==> images/met1.png <==
Supply wires on this layer in gray.
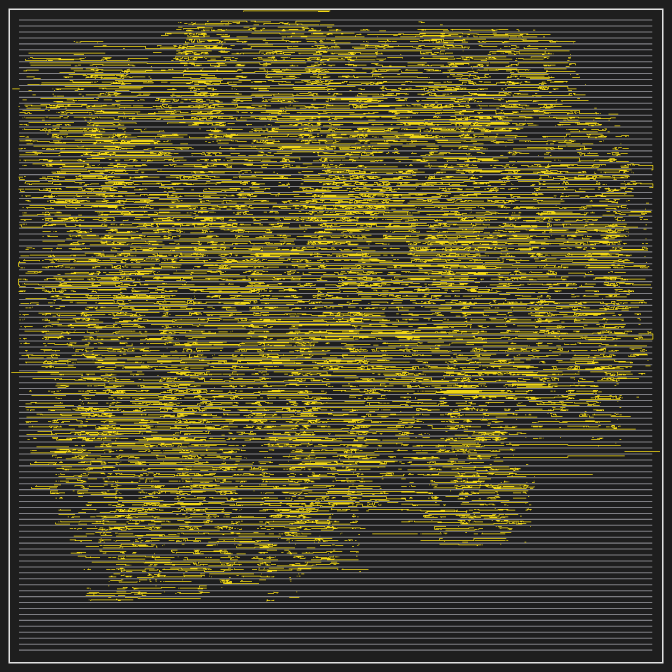
==> images/final_congestion.png <==
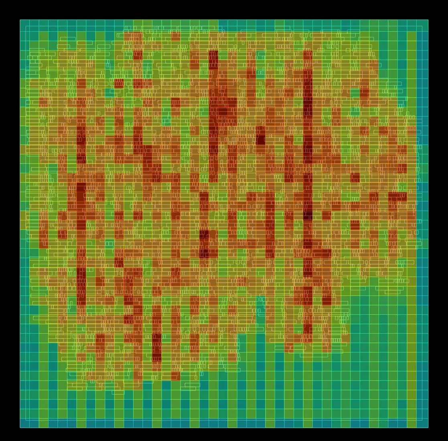
==> images/met4.png <==
Bar = 100 um. Supply wires on this layer in gray. Cells faint in the background.
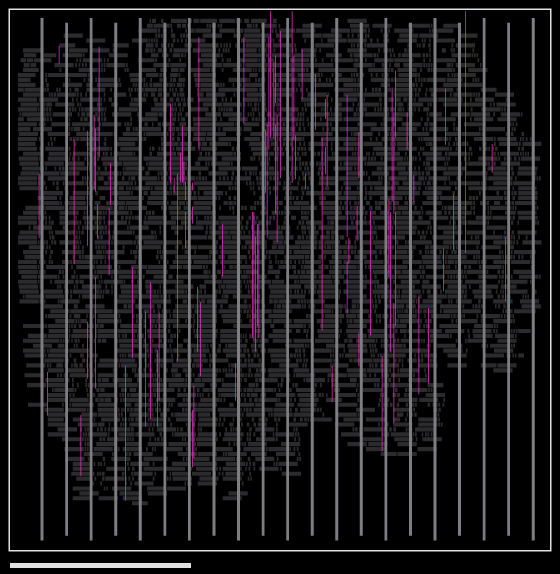
### config.mk
export PLATFORM = sky130hd
export DESIGN_NAME = utopia_phy_tx
export DESIGN_NICKNAME = d
export VERILOG_FILES = /design/src/rtl/utopia_phy_tx.sv
export SDC_FILE = /design/constraint.sdc
export NUM_CORES = 1
export LEC_CHECK = 0
export ABC_AREA = 1
export CORE_MARGIN = 4
export CORE_UTILIZATION = 45
export CTS_CLUSTER_SIZE = 40
export DETAILED_ROUTE_END_ITERATION = 8
export DONT_BUFFER_PORTS = 1
export PLACE_DENSITY = 0.63
export SYNTH_ARGS = -nofsm -noshare
export SYNTH_HDL_FRONTEND = slang
export SYNTH_SLANG_ARGS = --single-unit
### constraint.sdc
create_clock -name clk_in -period 2.62 [get_ports clk_in]
set_input_delay 0.524 -clock clk_in [delete_from_list [all_inputs] [get_ports clk_in]]
set_output_delay 0.524 -clock clk_in [all_outputs]
set_load 0.05 [all_outputs]
### src/rtl/utopia_phy_tx.sv
// PHY-side Utopia cell source: buffers whole 53-byte cells loaded byte-serially and streams them
// to an ATM-layer receiver paced by active-low en. Define UTOPIA_HEC_GEN_EN to generate the HEC byte.
module utopia_phy_tx #(
  parameter int IfWidth    = 8,
  parameter int DEPTH      = 2,
  parameter int CELL_BYTES = 53
) (
  input  logic               clk_in,
  input  logic               reset,
  input  logic               wr_valid,
  input  logic               wr_sop,
  input  logic [IfWidth-1:0] wr_data,
  output logic               wr_ready,
  input  logic               en,
  output logic [IfWidth-1:0] data,
  output logic               soc,
  output logic               clav,
  output logic               cell_sent,
  output logic               err_drop
);

  localparam int PTR_W = (DEPTH > 1) ? $clog2(DEPTH) : 1;
  localparam int OFF_W = $clog2(CELL_BYTES + 1);
  localparam int CNT_W = $clog2(DEPTH + 1);
  localparam int AW    = $clog2(DEPTH * CELL_BYTES);
  localparam logic [OFF_W-1:0] LAST = OFF_W'(CELL_BYTES - 1);

  typedef enum logic {IDLE, SEND} state_t;

  logic [IfWidth-1:0] mem [DEPTH*CELL_BYTES];

  // Write-side state
  logic             in_prog_q, in_prog_d;
  logic [OFF_W-1:0] wr_off_q, wr_off_d;
  logic [PTR_W-1:0] wr_ptr_q, wr_ptr_d;
  logic             commit_q, commit_d;
  logic             err_drop_q, err_drop_d;
  logic             wr_ready_q, wr_ready_d;
  logic             mem_we;
  logic [AW-1:0]    mem_waddr;
  logic [IfWidth-1:0] mem_wdata;

  // Transmit-side state
  state_t             state_q, state_d;
  logic [OFF_W-1:0]   idx_q, idx_d;
  logic [PTR_W-1:0]   rd_ptr_q, rd_ptr_d;
  logic [CNT_W-1:0]   count_q, count_d;
  logic [IfWidth-1:0] data_q, data_d;
  logic               soc_q, soc_d;
  logic               clav_q, clav_d;
  logic               cell_sent_q, cell_sent_d;
  logic               release_cell;

`ifdef UTOPIA_HEC_GEN_EN
  localparam logic [OFF_W-1:0] HEC_OFF = OFF_W'(4);
  logic [7:0] crc_q, crc_d;

  // CRC-8, polynomial x^8+x^2+x+1, MSB first.
  function automatic logic [7:0] crc8_step(input logic [7:0] crc, input logic [7:0] b);
    logic [7:0] c;
    c = crc ^ b;
    for (int i = 0; i < 8; i++) begin
      c = c[7] ? ({c[6:0], 1'b0} ^ 8'h07) : {c[6:0], 1'b0};
    end
    return c;
  endfunction
`endif

  function automatic logic [AW-1:0] cell_addr(input logic [PTR_W-1:0] ptr,
                                              input logic [OFF_W-1:0] off);
    return AW'(ptr) * AW'(CELL_BYTES) + AW'(off);
  endfunction

  // Loader: a sop byte always restarts at offset 0; body bytes need a cell in progress.
  always_comb begin
    in_prog_d  = in_prog_q;
    wr_off_d   = wr_off_q;
    wr_ptr_d   = wr_ptr_q;
    commit_d   = 1'b0;
    err_drop_d = 1'b0;
    mem_we     = 1'b0;
    mem_waddr  = cell_addr(wr_ptr_q, wr_off_q);
    mem_wdata  = wr_data;
`ifdef UTOPIA_HEC_GEN_EN
    crc_d      = crc_q;
`endif
    if (wr_valid && wr_ready_q) begin
      if (wr_sop) begin
        err_drop_d = in_prog_q;
        mem_we     = 1'b1;
        mem_waddr  = cell_addr(wr_ptr_q, OFF_W'(0));
        in_prog_d  = 1'b1;
        wr_off_d   = OFF_W'(1);
`ifdef UTOPIA_HEC_GEN_EN
        crc_d      = crc8_step(8'h00, wr_data);
`endif
      end else if (!in_prog_q) begin
        err_drop_d = 1'b1;
      end else begin
        mem_we = 1'b1;
`ifdef UTOPIA_HEC_GEN_EN
        if (wr_off_q == HEC_OFF) begin
          mem_wdata = crc_q ^ 8'h55;
        end else if (wr_off_q < HEC_OFF) begin
          crc_d = crc8_step(crc_q, wr_data);
        end
`endif
        if (wr_off_q == LAST) begin
          commit_d  = 1'b1;
          in_prog_d = 1'b0;
          wr_off_d  = OFF_W'(0);
          wr_ptr_d  = wr_ptr_q + 1'b1;
        end else begin
          wr_off_d = wr_off_q + 1'b1;
        end
      end
    end
  end

  // Transmit FSM next state; the last byte's edge also launches byte 0 of the next cell.
  always_comb begin
    state_d      = state_q;
    idx_d        = idx_q;
    rd_ptr_d     = rd_ptr_q;
    data_d       = data_q;
    soc_d        = 1'b0;
    cell_sent_d  = 1'b0;
    release_cell = 1'b0;
    case (state_q)
      IDLE: begin
        if (!en && clav_q) begin
          data_d  = mem[cell_addr(rd_ptr_q, OFF_W'(0))];
          soc_d   = 1'b1;
          idx_d   = OFF_W'(1);
          state_d = SEND;
        end
      end
      SEND: begin
        if (!en) begin
          if (idx_q <= LAST) begin
            data_d = mem[cell_addr(rd_ptr_q, idx_q)];
            idx_d  = idx_q + 1'b1;
          end else begin
            release_cell = 1'b1;
            cell_sent_d  = 1'b1;
            rd_ptr_d     = rd_ptr_q + 1'b1;
            if (count_q >= CNT_W'(2)) begin
              data_d = mem[cell_addr(rd_ptr_d, OFF_W'(0))];
              soc_d  = 1'b1;
              idx_d  = OFF_W'(1);
            end else begin
              idx_d   = OFF_W'(0);
              state_d = IDLE;
            end
          end
        end
      end
      default: state_d = IDLE;
    endcase
  end

  // A pending commit already claims its slot, so it counts against wr_ready.
  always_comb begin
    count_d    = count_q + CNT_W'(commit_q) - CNT_W'(release_cell);
    clav_d     = count_d > CNT_W'(state_d == SEND);
    wr_ready_d = ({1'b0, count_d} + (CNT_W+1)'(commit_d)) < (CNT_W+1)'(DEPTH);
  end

  // NOTE: cell storage has no reset; contents are only read after a committed write.
  always_ff @(posedge clk_in) begin
    if (mem_we) mem[mem_waddr] <= mem_wdata;
  end

  // NOTE: every flop uses non-blocking assignment so all next-state values land together.
  always_ff @(posedge clk_in or posedge reset) begin
    if (reset) begin
      in_prog_q   <= 1'b0;
      wr_off_q    <= '0;
      wr_ptr_q    <= '0;
      commit_q    <= 1'b0;
      err_drop_q  <= 1'b0;
      wr_ready_q  <= 1'b1;
      state_q     <= IDLE;
      idx_q       <= '0;
      rd_ptr_q    <= '0;
      count_q     <= '0;
      data_q      <= '0;
      soc_q       <= 1'b0;
      clav_q      <= 1'b0;
      cell_sent_q <= 1'b0;
`ifdef UTOPIA_HEC_GEN_EN
      crc_q       <= 8'h00;
`endif
    end else begin
      in_prog_q   <= in_prog_d;
      wr_off_q    <= wr_off_d;
      wr_ptr_q    <= wr_ptr_d;
      commit_q    <= commit_d;
      err_drop_q  <= err_drop_d;
      wr_ready_q  <= wr_ready_d;
      state_q     <= state_d;
      idx_q       <= idx_d;
      rd_ptr_q    <= rd_ptr_d;
      count_q     <= count_d;
      data_q      <= data_d;
      soc_q       <= soc_d;
      clav_q      <= clav_d;
      cell_sent_q <= cell_sent_d;
`ifdef UTOPIA_HEC_GEN_EN
      crc_q       <= crc_d;
`endif
    end
  end

  assign wr_ready  = wr_ready_q;
  assign data      = data_q;
  assign soc       = soc_q;
  assign clav      = clav_q;
  assign cell_sent = cell_sent_q;
  assign err_drop  = err_drop_q;

endmodule
==> impl_metrics.tcl <==
# implementation run metrics
set metrics [dict create \
    crit_required_ps 3140 \
    crit_path_frequent_cell "nand3_1" \
    h-tree-depth 3 \
    numCtsBuffers 89 \
    rr_endpoint "data[1]$_DFFE_PP0P_" \
    synth_top_cell_by_area "edfxtp_1" \
    grt_max_degree 107 \
    fin_area_um2 45900 \
    intPower_mw 29.4 \
    place.gp.congestion 0.894 \
    topCellsByArea "edfxtp_1 67%, nand2_1 11%, nand3_1 7.6%" \
    worst-endpoint-arrival_ps 3170 \
    violations "negative setup slack" \
    yosys.stat.seqShare 0.692 \
    setup_viol 12 \
    rsz0062_at_grt "true" \
    hp-class "input port to register" \
    p_seq_frac 0.342 \
    peakVddDrop_v 0.000880 \
    final-max-slew-violation-count 0 \
    worst_slack_ps -26.1 \
    status "complete, but fails checks" \
    layout-area-overhead-vs-synth_pct 20.9 \
    crit_fanout 16 \
    swShare 0.373 \
    chipArea_um2 89000 \
    die_w_um 298 \
    fillCellCount 7060 \
    diodes 0 \
    ys_sh_aoi 0.0231 \
    fp-utilization 0.454 \
    switchingPower_mw 17.5 \
    path_class "register to register" \
    reg2reg_slack_ps -30 \
    ys_area_um2 37900 \
    pwr-share-clk 0.267 \
    relSlewSlack 0.230 \
    dpl_cell_area_um2 40900 \
    syn_inst 3626 \
    edf_count 848 \
    mux_area_frac 0 \
    row_count 106 \
    top_cell_area_share 0.671 \
    yosysWarnings 0 \
    drc 0 \
    yosys-top-cells-count "1,106 x nand2_1, 848 x edfxtp_1, 573 x nand3_1" \
    ys.flop_type "edfxtp_1" \
    async_flop_share 0.0364 \
    dieHeight_um 298 \
]
About met1.png:
share of all routed wire: 41%
main direction: horizontal
routed wire length: 107 mm
vias: 26,570
met1 Usage GRT: 0.311

About final_congestion.png:
GRT Resource Usage Total: 0.227
busiest metal layer after global routing: met2
met2 Resource Use GR: 0.374

About met4.png:
main direction: vertical
share of all routed wire: 3.6%
nets with wire on the layer: 60
wire length on this layer: 3,810 um
longest straight run: 133 um

-- worst max-delay path: cells and delay by family (launching register included) --
kind	cells	cell delay [ps]
AND-OR/OR-AND	1	50
adder cells (fa/ha/maj)	2	560
buffers and inverters	4	490
flip-flops	1	460
AND/OR/NAND/NOR	9	960
-- final cells by class --
class                      count  area [um2]  area share
timing repair buffer         300        3790      0.0826
clock buffer                 115        2430      0.0529
inverter                     337        1290      0.0281
tap                         1080        1350      0.0295
sequential                   880       26300       0.573
clock inverter                52         434     0.00946
multi-input combinational   2215       10300       0.224
timing repair inverter         1        30.0    0.000655
-- kinds of logic after synthesis --
| kind of cell | Yosys count |
|---|---|
| compound gates | 172 |
| flops | 880 |
| buf+inv | 531 |
| fa+ha+maj | 19 |
| simple gates | 2012 |
| xor+xnor | 12 |
-- layer usage --
metal | track usage | up-vias | wire (um)
met4 | 0.0846 | 0 | 3810
met3 | 0.0293 | 194 | 7210
met5 | 0 | - | 0
li1 | - | 12530 | -
met2 | 0.374 | 991 | 52000
met1 | 0.311 | 12855 | 44300
-- state kept, by name, indices dropped and copies added (netlist names), 2 cells and up --
name / count
data: 8
idx_q: 6
wr_off_q: 6
count_q: 2
mem: 848
-- per-stage QoR --
| stage | instances | util | setup WS [ps] | hold slack (ps) | setup TNS [ps] |
|---|---|---|---|---|---|
| 6_report | 4980 | 0.549 | -26.1 | 53.0 | -112 |
| 5_1_grt | 4980 | 0.549 | -102 | 8.22 | -28650 |
| 4_1_cts | 4934 | 0.528 | 5.58 | 2.71 | 0 |
| 3_5_place_dp | 4747 | 0.489 | -54.0 | 531 | -3500 |
| 3_3_place_gp | 4747 | 0.489 | -78.3 | 523 | -6120 |
| 2_1_floorplan | 3626 | - | -66.3 | 493 | -34430 |
-- power by group through the flow --
stage | logic, mW | clock network [mW] | registers, mW
after floorplan | 9.18 | 0 | 16.2
after global placement | 14.8 | 0 | 16.3
after detailed placement | 14.8 | 0 | 16.3
after CTS | 15.4 | 12.7 | 16.0
after global routing | 19.6 | 13.3 | 16.0
final | 18.3 | 12.5 | 16.0
-- worst max-delay path by stage --
stage	startpoint	to	slack (ps)	cells past startpoint
after global placement	wr_ptr_q$_DFFE_PP0P_	mem[95][0]$_DFFE_PP_	-80	15
after detailed placement	wr_ptr_q$_DFFE_PP0P_	mem[94][4]$_DFFE_PP_	-50	15
after floorplan	wr_ready$_DFF_PP1_	mem[12][0]$_DFFE_PP_	-70	11
after CTS	wr_off_q[0]$_DFFE_PP0P_	mem[15][4]$_DFFE_PP_	6	16
after global routing	rd_ptr_q$_DFFE_PP0P_	data[5]$_DFFE_PP0P_	-100	16
final	rd_ptr_q$_DFFE_PP0P_	data[1]$_DFFE_PP0P_	-30	16
-- timing repair --
action                                  CTS  global route
hold buffers                             17             0
cloned                                    2            18
endpoints found under the setup margin  131           856
hold endpoints to repair                361             0
pin swaps                                 2            25
gates resized                             4           283
buffers inserted                          1            29
Power is estimated from default activity; no workload was simulated.
